===== src/rtl/sample_serializer_if.sv =====
// Sample-in / byte-out bundle for sample_serializer.
// master = producer/UART side, slave = serializer.
interface sample_serializer_if #(
  parameter int SAMPLE_W   = 16,
  parameter int FIFO_DEPTH = 4
);
  localparam int LW = $clog2(FIFO_DEPTH) + 1;

  logic                tx_busy;
  logic                in_en;
  logic [SAMPLE_W-1:0] in_sample;
  logic [7:0]          out_uart_frame;
  logic                out_ready_uart;
  logic                out_ready_sample_switch;
  logic                out_overflow;
  logic [LW-1:0]       out_level;

  modport master (
    output tx_busy, in_en, in_sample,
    input  out_uart_frame, out_ready_uart, out_ready_sample_switch,
           out_overflow, out_level
  );

  modport slave (
    input  tx_busy, in_en, in_sample,
    output out_uart_frame, out_ready_uart, out_ready_sample_switch,
           out_overflow, out_level
  );
endinterface


===== src/rtl/sample_serializer.sv =====
// Buffers wide samples in a small FIFO and feeds them byte by byte to a UART,
// with an optional header byte and a two-idle-cycle guard between strobes.
module sample_serializer #(
  parameter int       SAMPLE_W    = 16,
  parameter int       FIFO_DEPTH  = 4,
  parameter bit       MSB_FIRST   = 1'b0,
  parameter bit       HEADER_EN   = 1'b0,
  parameter bit [7:0] HEADER_BYTE = 8'hFF
) (
  input  logic                in_clk,
  input  logic                in_rst_n,
  sample_serializer_if.slave  bus
);
  localparam int BYTES = SAMPLE_W / 8;
  localparam int AW    = $clog2(FIFO_DEPTH);
  localparam int LW    = AW + 1;
  localparam int BIW   = (BYTES > 1) ? $clog2(BYTES) : 1;

  typedef enum logic [1:0] {IDLE, HDR, SEND, WAIT} state_t;

  state_t              state_q, state_d;
  logic [SAMPLE_W-1:0] mem_q [FIFO_DEPTH];
  logic [AW-1:0]       wr_ptr_q, wr_ptr_d, rd_ptr_q, rd_ptr_d;
  logic [LW-1:0]       level_q, level_d;
  logic                overflow_q, overflow_d;
  logic [SAMPLE_W-1:0] sample_q, sample_d;
  logic [BIW-1:0]      byte_idx_q, byte_idx_d;
  logic                guard_q, guard_d;
  logic                hdr_done_q, hdr_done_d;
  logic [7:0]          frame_q, frame_d;
  logic                strobe_q, strobe_d;

  logic                full, empty, push, pop;
  logic [BIW-1:0]      k;
  logic [BYTES-1:0][7:0] sample_bytes;

  assign full  = (level_q == LW'(FIFO_DEPTH));
  assign empty = (level_q == '0);
  assign push  = bus.in_en && !full;

  // The in-flight sample lives in its own register, so later pushes into
  // the FIFO array cannot disturb it.
  assign sample_bytes = sample_q;
  assign k = MSB_FIRST ? (BIW'(BYTES - 1) - byte_idx_q) : byte_idx_q;

  always_comb begin
    wr_ptr_d   = wr_ptr_q;
    rd_ptr_d   = rd_ptr_q;
    level_d    = level_q;
    overflow_d = overflow_q | (bus.in_en & full);
    if (push) wr_ptr_d = wr_ptr_q + 1'b1;
    if (pop)  rd_ptr_d = rd_ptr_q + 1'b1;
    case ({push, pop})
      2'b10:   level_d = level_q + 1'b1;
      2'b01:   level_d = level_q - 1'b1;
      default: level_d = level_q;
    endcase
  end

  always_comb begin
    state_d    = state_q;
    pop        = 1'b0;
    sample_d   = sample_q;
    byte_idx_d = byte_idx_q;
    guard_d    = guard_q;
    hdr_done_d = hdr_done_q;
    frame_d    = frame_q;
    strobe_d   = 1'b0;
    case (state_q)
      IDLE: begin
        if (!empty && !bus.tx_busy) begin
          pop        = 1'b1;
          sample_d   = mem_q[rd_ptr_q];
          byte_idx_d = '0;
          guard_d    = 1'b0;
          hdr_done_d = 1'b0;
          state_d    = HEADER_EN ? HDR : SEND;
        end
      end
      HDR: begin
        frame_d    = HEADER_BYTE;
        strobe_d   = 1'b1;
        hdr_done_d = 1'b1;
        state_d    = WAIT;
      end
      SEND: begin
        frame_d  = sample_bytes[k];
        strobe_d = 1'b1;
        state_d  = WAIT;
      end
      WAIT: begin
        // Leave only after two consecutive idle cycles of the transmitter.
        if (bus.tx_busy) begin
          guard_d = 1'b0;
        end else if (!guard_q) begin
          guard_d = 1'b1;
        end else begin
          guard_d = 1'b0;
          if (hdr_done_q) begin
            hdr_done_d = 1'b0;
            byte_idx_d = '0;
            state_d    = SEND;
          end else if (byte_idx_q != BIW'(BYTES - 1)) begin
            byte_idx_d = byte_idx_q + 1'b1;
            state_d    = SEND;
          end else begin
            state_d = IDLE;
          end
        end
      end
      default: state_d = IDLE;
    endcase
  end

  always_ff @(posedge in_clk) begin
    if (push) mem_q[wr_ptr_q] <= bus.in_sample;
  end

  always_ff @(posedge in_clk or negedge in_rst_n) begin
    if (!in_rst_n) begin
      state_q    <= IDLE;
      wr_ptr_q   <= '0;
      rd_ptr_q   <= '0;
      level_q    <= '0;
      overflow_q <= 1'b0;
      sample_q   <= '0;
      byte_idx_q <= '0;
      guard_q    <= 1'b0;
      hdr_done_q <= 1'b0;
      frame_q    <= 8'h00;
      strobe_q   <= 1'b0;
    end else begin
      state_q    <= state_d;
      wr_ptr_q   <= wr_ptr_d;
      rd_ptr_q   <= rd_ptr_d;
      level_q    <= level_d;
      overflow_q <= overflow_d;
      sample_q   <= sample_d;
      byte_idx_q <= byte_idx_d;
      guard_q    <= guard_d;
      hdr_done_q <= hdr_done_d;
      frame_q    <= frame_d;
      strobe_q   <= strobe_d;
    end
  end

  assign bus.out_uart_frame          = frame_q;
  assign bus.out_ready_uart          = strobe_q;
  assign bus.out_ready_sample_switch = !full;
  assign bus.out_overflow            = overflow_q;
  assign bus.out_level               = level_q;
endmodule


===== src/flat_wrapper.sv =====
// flat-port wrapper written by rule: the top's interface ports become plain ports
module sample_serializer_flat 
#(
  parameter int       SAMPLE_W    = 16,
  parameter int       FIFO_DEPTH  = 4,
  parameter bit       MSB_FIRST   = 1'b0,
  parameter bit       HEADER_EN   = 1'b0,
  parameter bit [7:0] HEADER_BYTE = 8'hFF
)
  (in_clk, in_rst_n, bus_tx_busy, bus_in_en, bus_in_sample, bus_out_uart_frame, bus_out_ready_uart, bus_out_ready_sample_switch, bus_out_overflow, bus_out_level);
  sample_serializer_if #(.SAMPLE_W(SAMPLE_W), .FIFO_DEPTH(FIFO_DEPTH)) bus_i ();
  input  logic in_clk;
  input  logic in_rst_n;
  input wire logic [$bits(bus_i.tx_busy)-1:0] bus_tx_busy;
  input wire logic [$bits(bus_i.in_en)-1:0] bus_in_en;
  input wire logic [$bits(bus_i.in_sample)-1:0] bus_in_sample;
  output wire logic [$bits(bus_i.out_uart_frame)-1:0] bus_out_uart_frame;
  output wire logic [$bits(bus_i.out_ready_uart)-1:0] bus_out_ready_uart;
  output wire logic [$bits(bus_i.out_ready_sample_switch)-1:0] bus_out_ready_sample_switch;
  output wire logic [$bits(bus_i.out_overflow)-1:0] bus_out_overflow;
  output wire logic [$bits(bus_i.out_level)-1:0] bus_out_level;
  assign bus_i.tx_busy = bus_tx_busy;
  assign bus_i.in_en = bus_in_en;
  assign bus_i.in_sample = bus_in_sample;
  assign bus_out_uart_frame = bus_i.out_uart_frame;
  assign bus_out_ready_uart = bus_i.out_ready_uart;
  assign bus_out_ready_sample_switch = bus_i.out_ready_sample_switch;
  assign bus_out_overflow = bus_i.out_overflow;
  assign bus_out_level = bus_i.out_level;
  sample_serializer #(.SAMPLE_W(SAMPLE_W), .FIFO_DEPTH(FIFO_DEPTH), .MSB_FIRST(MSB_FIRST), .HEADER_EN(HEADER_EN), .HEADER_BYTE(HEADER_BYTE)) u_core (.in_clk(in_clk), .in_rst_n(in_rst_n), .bus(bus_i));
endmodule

===== config.mk =====
export PLATFORM = sky130hd
export DESIGN_NAME = sample_serializer_flat
export DESIGN_NICKNAME = d
export VERILOG_FILES = /design/src/rtl/sample_serializer_if.sv /design/src/rtl/sample_serializer.sv /design/src/flat_wrapper.sv
export SDC_FILE = /design/constraint.sdc
export NUM_CORES = 1
export LEC_CHECK = 0
export ABC_CLOCK_PERIOD_IN_PS = 3720
export CELL_PAD_IN_SITES_DETAIL_PLACEMENT = 0
export CELL_PAD_IN_SITES_GLOBAL_PLACEMENT = 1
export CORE_MARGIN = 2
export CORE_UTILIZATION = 53
export CTS_CLUSTER_SIZE = 14
export DETAILED_ROUTE_END_ITERATION = 10
export PLACE_DENSITY_LB_ADDON = 0.1
export SETUP_SLACK_MARGIN = 0.4
export SLEW_MARGIN = 40
export SYNTH_ARGS = -nofsm -noshare
export SYNTH_HDL_FRONTEND = slang
export SYNTH_SLANG_ARGS = --single-unit

===== constraint.sdc =====
create_clock -name in_clk -period 3.72 [get_ports in_clk]
set_clock_uncertainty 0.1 [all_clocks]
set_input_delay 0.744 -clock in_clk [delete_from_list [all_inputs] [get_ports in_clk]]
set_output_delay 0.744 -clock in_clk [all_outputs]
set_load 0.01 [all_outputs]

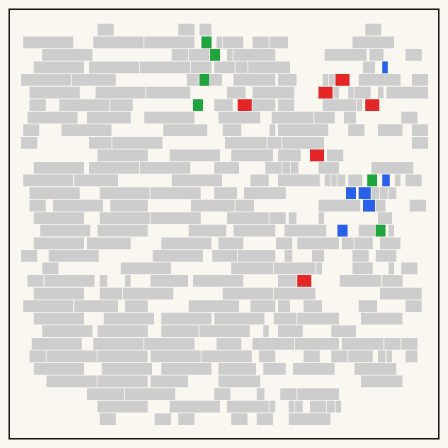
Fig. 1. Selected gate families (run 1).
legend:
  blue:
    family: NAND gates
    cells: 6
    where: middle right
  green:
    family: AND and OR gates
    cells: 6
    most_used: and2_1
    where: top center
  red:
    family: XOR/XNOR gates
    cells: 6
    most_used: xor2_1
    where: upper right

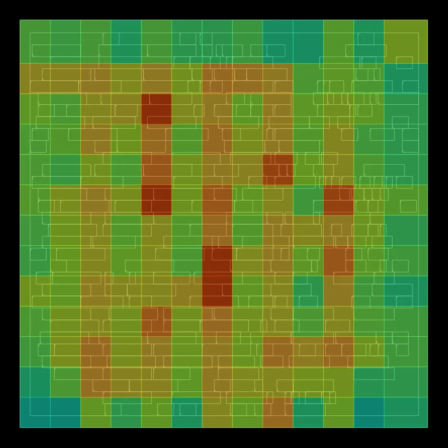
Fig. 2. Congestion heat map (run 1).
GRT Total Usage: 18.3%
GR met1 Demand/Resource: 26.0%
Layout Utilization: 62.6%
met2 usage: 28.7%

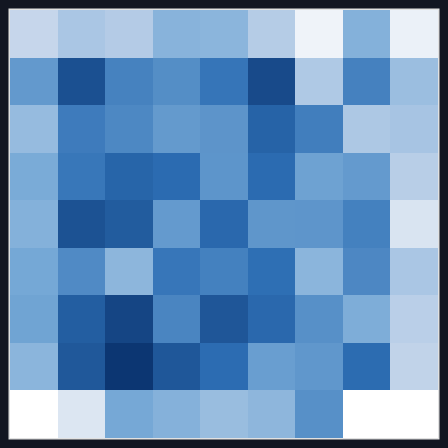
Fig. 3. Local utilization (run 1).
The die is cut into 9 by 9 equal tiles; white is low, dark blue is high, 0 to 100% covered.
nearly empty tiles: 3.7%
mean over tiles: 55%
tiles over 75% full: 22%
fullest tile: 98%

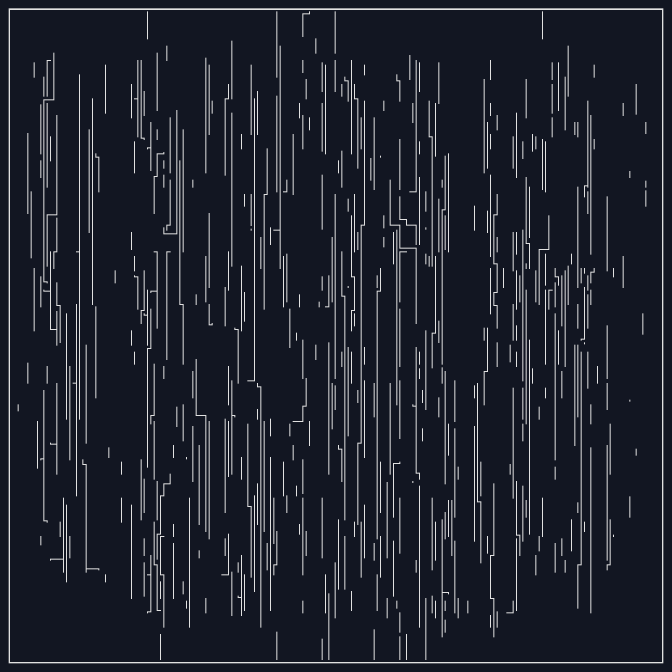
Fig. 4. M2 wires (run 1).
wire length on this layer: 3,310 µm
nets with wire on the layer: 258
share of all routed wire: 49%
main direction: vertical
longest straight run: 49.0 µm
drt total wl: 6.81 mm
Vias: 2,036

==> run summary, run 1 <==
Outcome - completed
Commonest cells in the netlist - edfxtp_1 (64), dfrtp_1 (38), mux2_2 (11), nor2_1 (11), mux2i_1 (10)
Met1 WL - 3.20 mm
CP max stage delay - 510 ps
Crit path capture - u_core.bus.out_level[2]
Synth async-reset ratio - 37.3%
Final ANT Viol Nets - 0
Nets - 297
Pre-CTS WS - 818 ps
Syn. warnings - 0
HPWL Detailed - 4.32 mm
Via-to-Cell Ratio - 5.44
Final Max Slew Viols - 0
Initial antenna violation count - 0
Number of clock buffers in the layout - 11
Crit-path leading delay family - buffers and inverters
Yosys cell count - 226
Core Util at FP - 54.2%
Residual DRC - 0
Top achievable clock speed - 0.400 GHz
Comb gate area - 1190 µm²
==> run 2: changes to the inputs <==
Settings changed: ABC_CLOCK_PERIOD_IN_PS 3720 to 2200, CORE_UTILIZATION 53 to 45.
Clock period 3.72 ns to 2.2 ns, I/O delays scaled along.
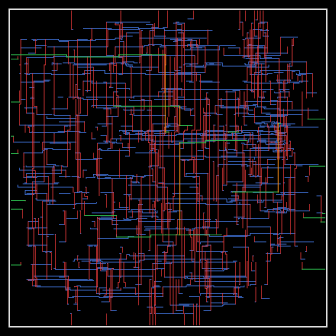
Fig. 5. Wiring by layer (run 2).
legend:
  green:
    layer: metal 3
    wire_length: 204 µm
  orange:
    layer: metal 4
    wire_length: 81.6 µm
  blue:
    layer: metal 1
    wire_length: 3,200 µm
  red:
    layer: metal 2
    wire_length: 3,710 µm

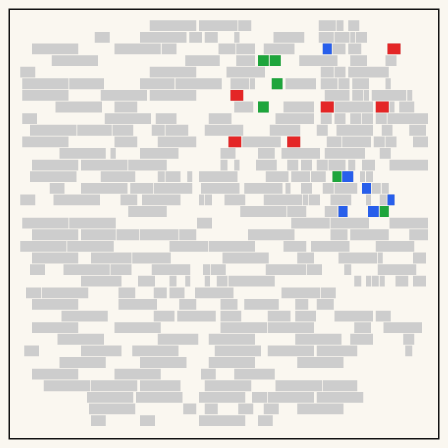
Fig. 6. Selected gate families (run 2).
legend:
  blue:
    family: NAND gates
    cells: 6
    where: middle right
  red:
    family: XOR/XNOR gates
    cells: 6
    most_used: xor2_1
  green:
    family: AND and OR gates
    cells: 6
    most_used: and2_2
post-route insts no fill: 408
Top cell excl fill/tap: edfxtp_1

==> run summary, run 2 <==
Outcome - completed
Crit-path leading delay family - adder cells
Core Util at FP - 45.8% (-8.5 points)
CP max stage delay - 420 ps (-90 ps)
Nets - 322 (+8.4%)
GR met1 Demand/Resource - 19.6% (-6.3 points)
FF+latch area - 2880 µm²
Pwr top - sequential cells
Via-to-Cell Ratio - 5.15 (-5.3%)
Yosys reg bits - 102
GRT Total Usage - 15.6% (-2.6 points)
Synth async-reset ratio - 37.3% (unchanged)
Layout Utilization - 56.2% (-6.3 points)
Final Max Slew Viols - 0 (unchanged)
Crit start category - register
Vias - 2,103 (+3.3%)
Comb gate area - 1270 µm² (+6.4%)
Final ANT Viol Nets - 0 (unchanged)
Met2 usage - 26.8% (-1.9 points)
Area post-placement - 4750 µm²
Yosys cell count - 226 (unchanged)
Top logic family - multiplexers
VDD IR max - 562 µV
Met1 WL - 3.20 mm (about the same)
HPWL Detailed - 4.38 mm (+1.4%)
Yosys xor share - 1.26%
Aoi share - 2.22%
CTS tree - built
First DRT Iteration DRCs - 65
Drt total wl - 7.19 mm (+5.6%)
Top achievable clock speed - 0.509 GHz
Pre-CTS WS - -92.2 ps (-910 ps)
Flop share of the area - 56.2%
Residual DRC - 0 (unchanged)
Cell taking the most area after synthesis - edfxtp_1
Number of clock buffers in the layout - 10 (-1)
Worst-Margin Slew - 494 ps
Syn. warnings - 0 (unchanged)
Layout fillers - 746
H-tree lvl count - 3
EDFF count, synth - 64
Commonest cells in the netlist - edfxtp_1 (64), dfrtp_1 (38), mux2_2 (11), nor2_1 (11), mux2i_1 (10)
==> run 3: changes to the inputs <==
Settings changed: CELL_PAD_IN_SITES_DETAIL_PLACEMENT 0 to 1.
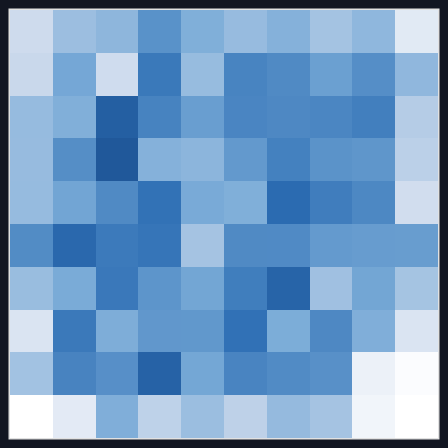
Fig. 7. Local utilization (run 3).
The die is cut into 10 by 10 equal tiles; white is low, dark blue is high, 0 to 100% covered.
tiles over 75% full: 6.0%
mean over tiles: 50%
emptiest ninth of the die: lower right
fullest tile: 84%
nearly empty tiles: 3.0%
Core Util at FP: 45.8%
core area: 9110 µm²
Layout Utilization: 56.3%

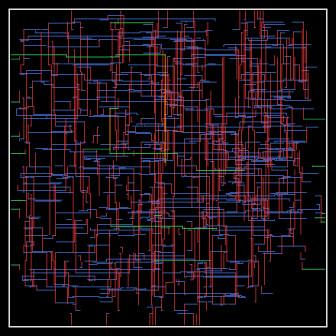
Fig. 8. Wiring by layer (run 3).
legend:
  green:
    layer: metal 3
    wire_length: 211 µm
  orange:
    layer: metal 4
    wire_length: 46.9 µm
  red:
    layer: metal 2
    wire_length: 4,160 µm
  blue:
    layer: metal 1
    wire_length: 3,490 µm

==> run summary, run 3 <==
Number of clock buffers in the layout - 10 (unchanged)
Final Max Slew Viols - 0 (unchanged)
Area post-placement - 4750 µm² (unchanged)
FF+latch area - 2880 µm² (unchanged)
Crit-path leading delay family - adder cells
CTS tree - built
Vias - 2,138 (+1.7%)
Final ANT Viol Nets - 0 (unchanged)
GRT Total Usage - 16.8% (+1.1 points)
Pwr top - sequential cells
Met2 usage - 28.8% (+2.0 points)
Yosys xor share - 1.26% (unchanged)
Crit start category - register
CP max stage delay - 410 ps (about the same)
Nets - 318 (-1.2%)
Top cell excl fill/tap - edfxtp_1
Outcome - completed
Cell taking the most area after synthesis - edfxtp_1
GR met1 Demand/Resource - 21.8% (+2.2 points)
Yosys cell count - 226 (unchanged)
EDFF count, synth - 64 (unchanged)
First DRT Iteration DRCs - 126 (+94%)
Yosys reg bits - 102 (unchanged)
Flop share of the area - 56.1% (about the same)
H-tree lvl count - 3 (unchanged)
Pre-CTS WS - -133 ps (-40.8 ps)
Synth async-reset ratio - 37.3% (unchanged)
Commonest cells in the netlist - edfxtp_1 (64), dfrtp_1 (38), mux2_2 (11), nor2_1 (11), mux2i_1 (10)
Aoi share - 2.22% (unchanged)
Syn. warnings - 0 (unchanged)
Met1 WL - 3.49 mm (+9.1%)
Top achievable clock speed - 0.499 GHz (-1.9%)
Layout fillers - 824 (+10%)
Power is estimated from default activity; no workload was simulated.
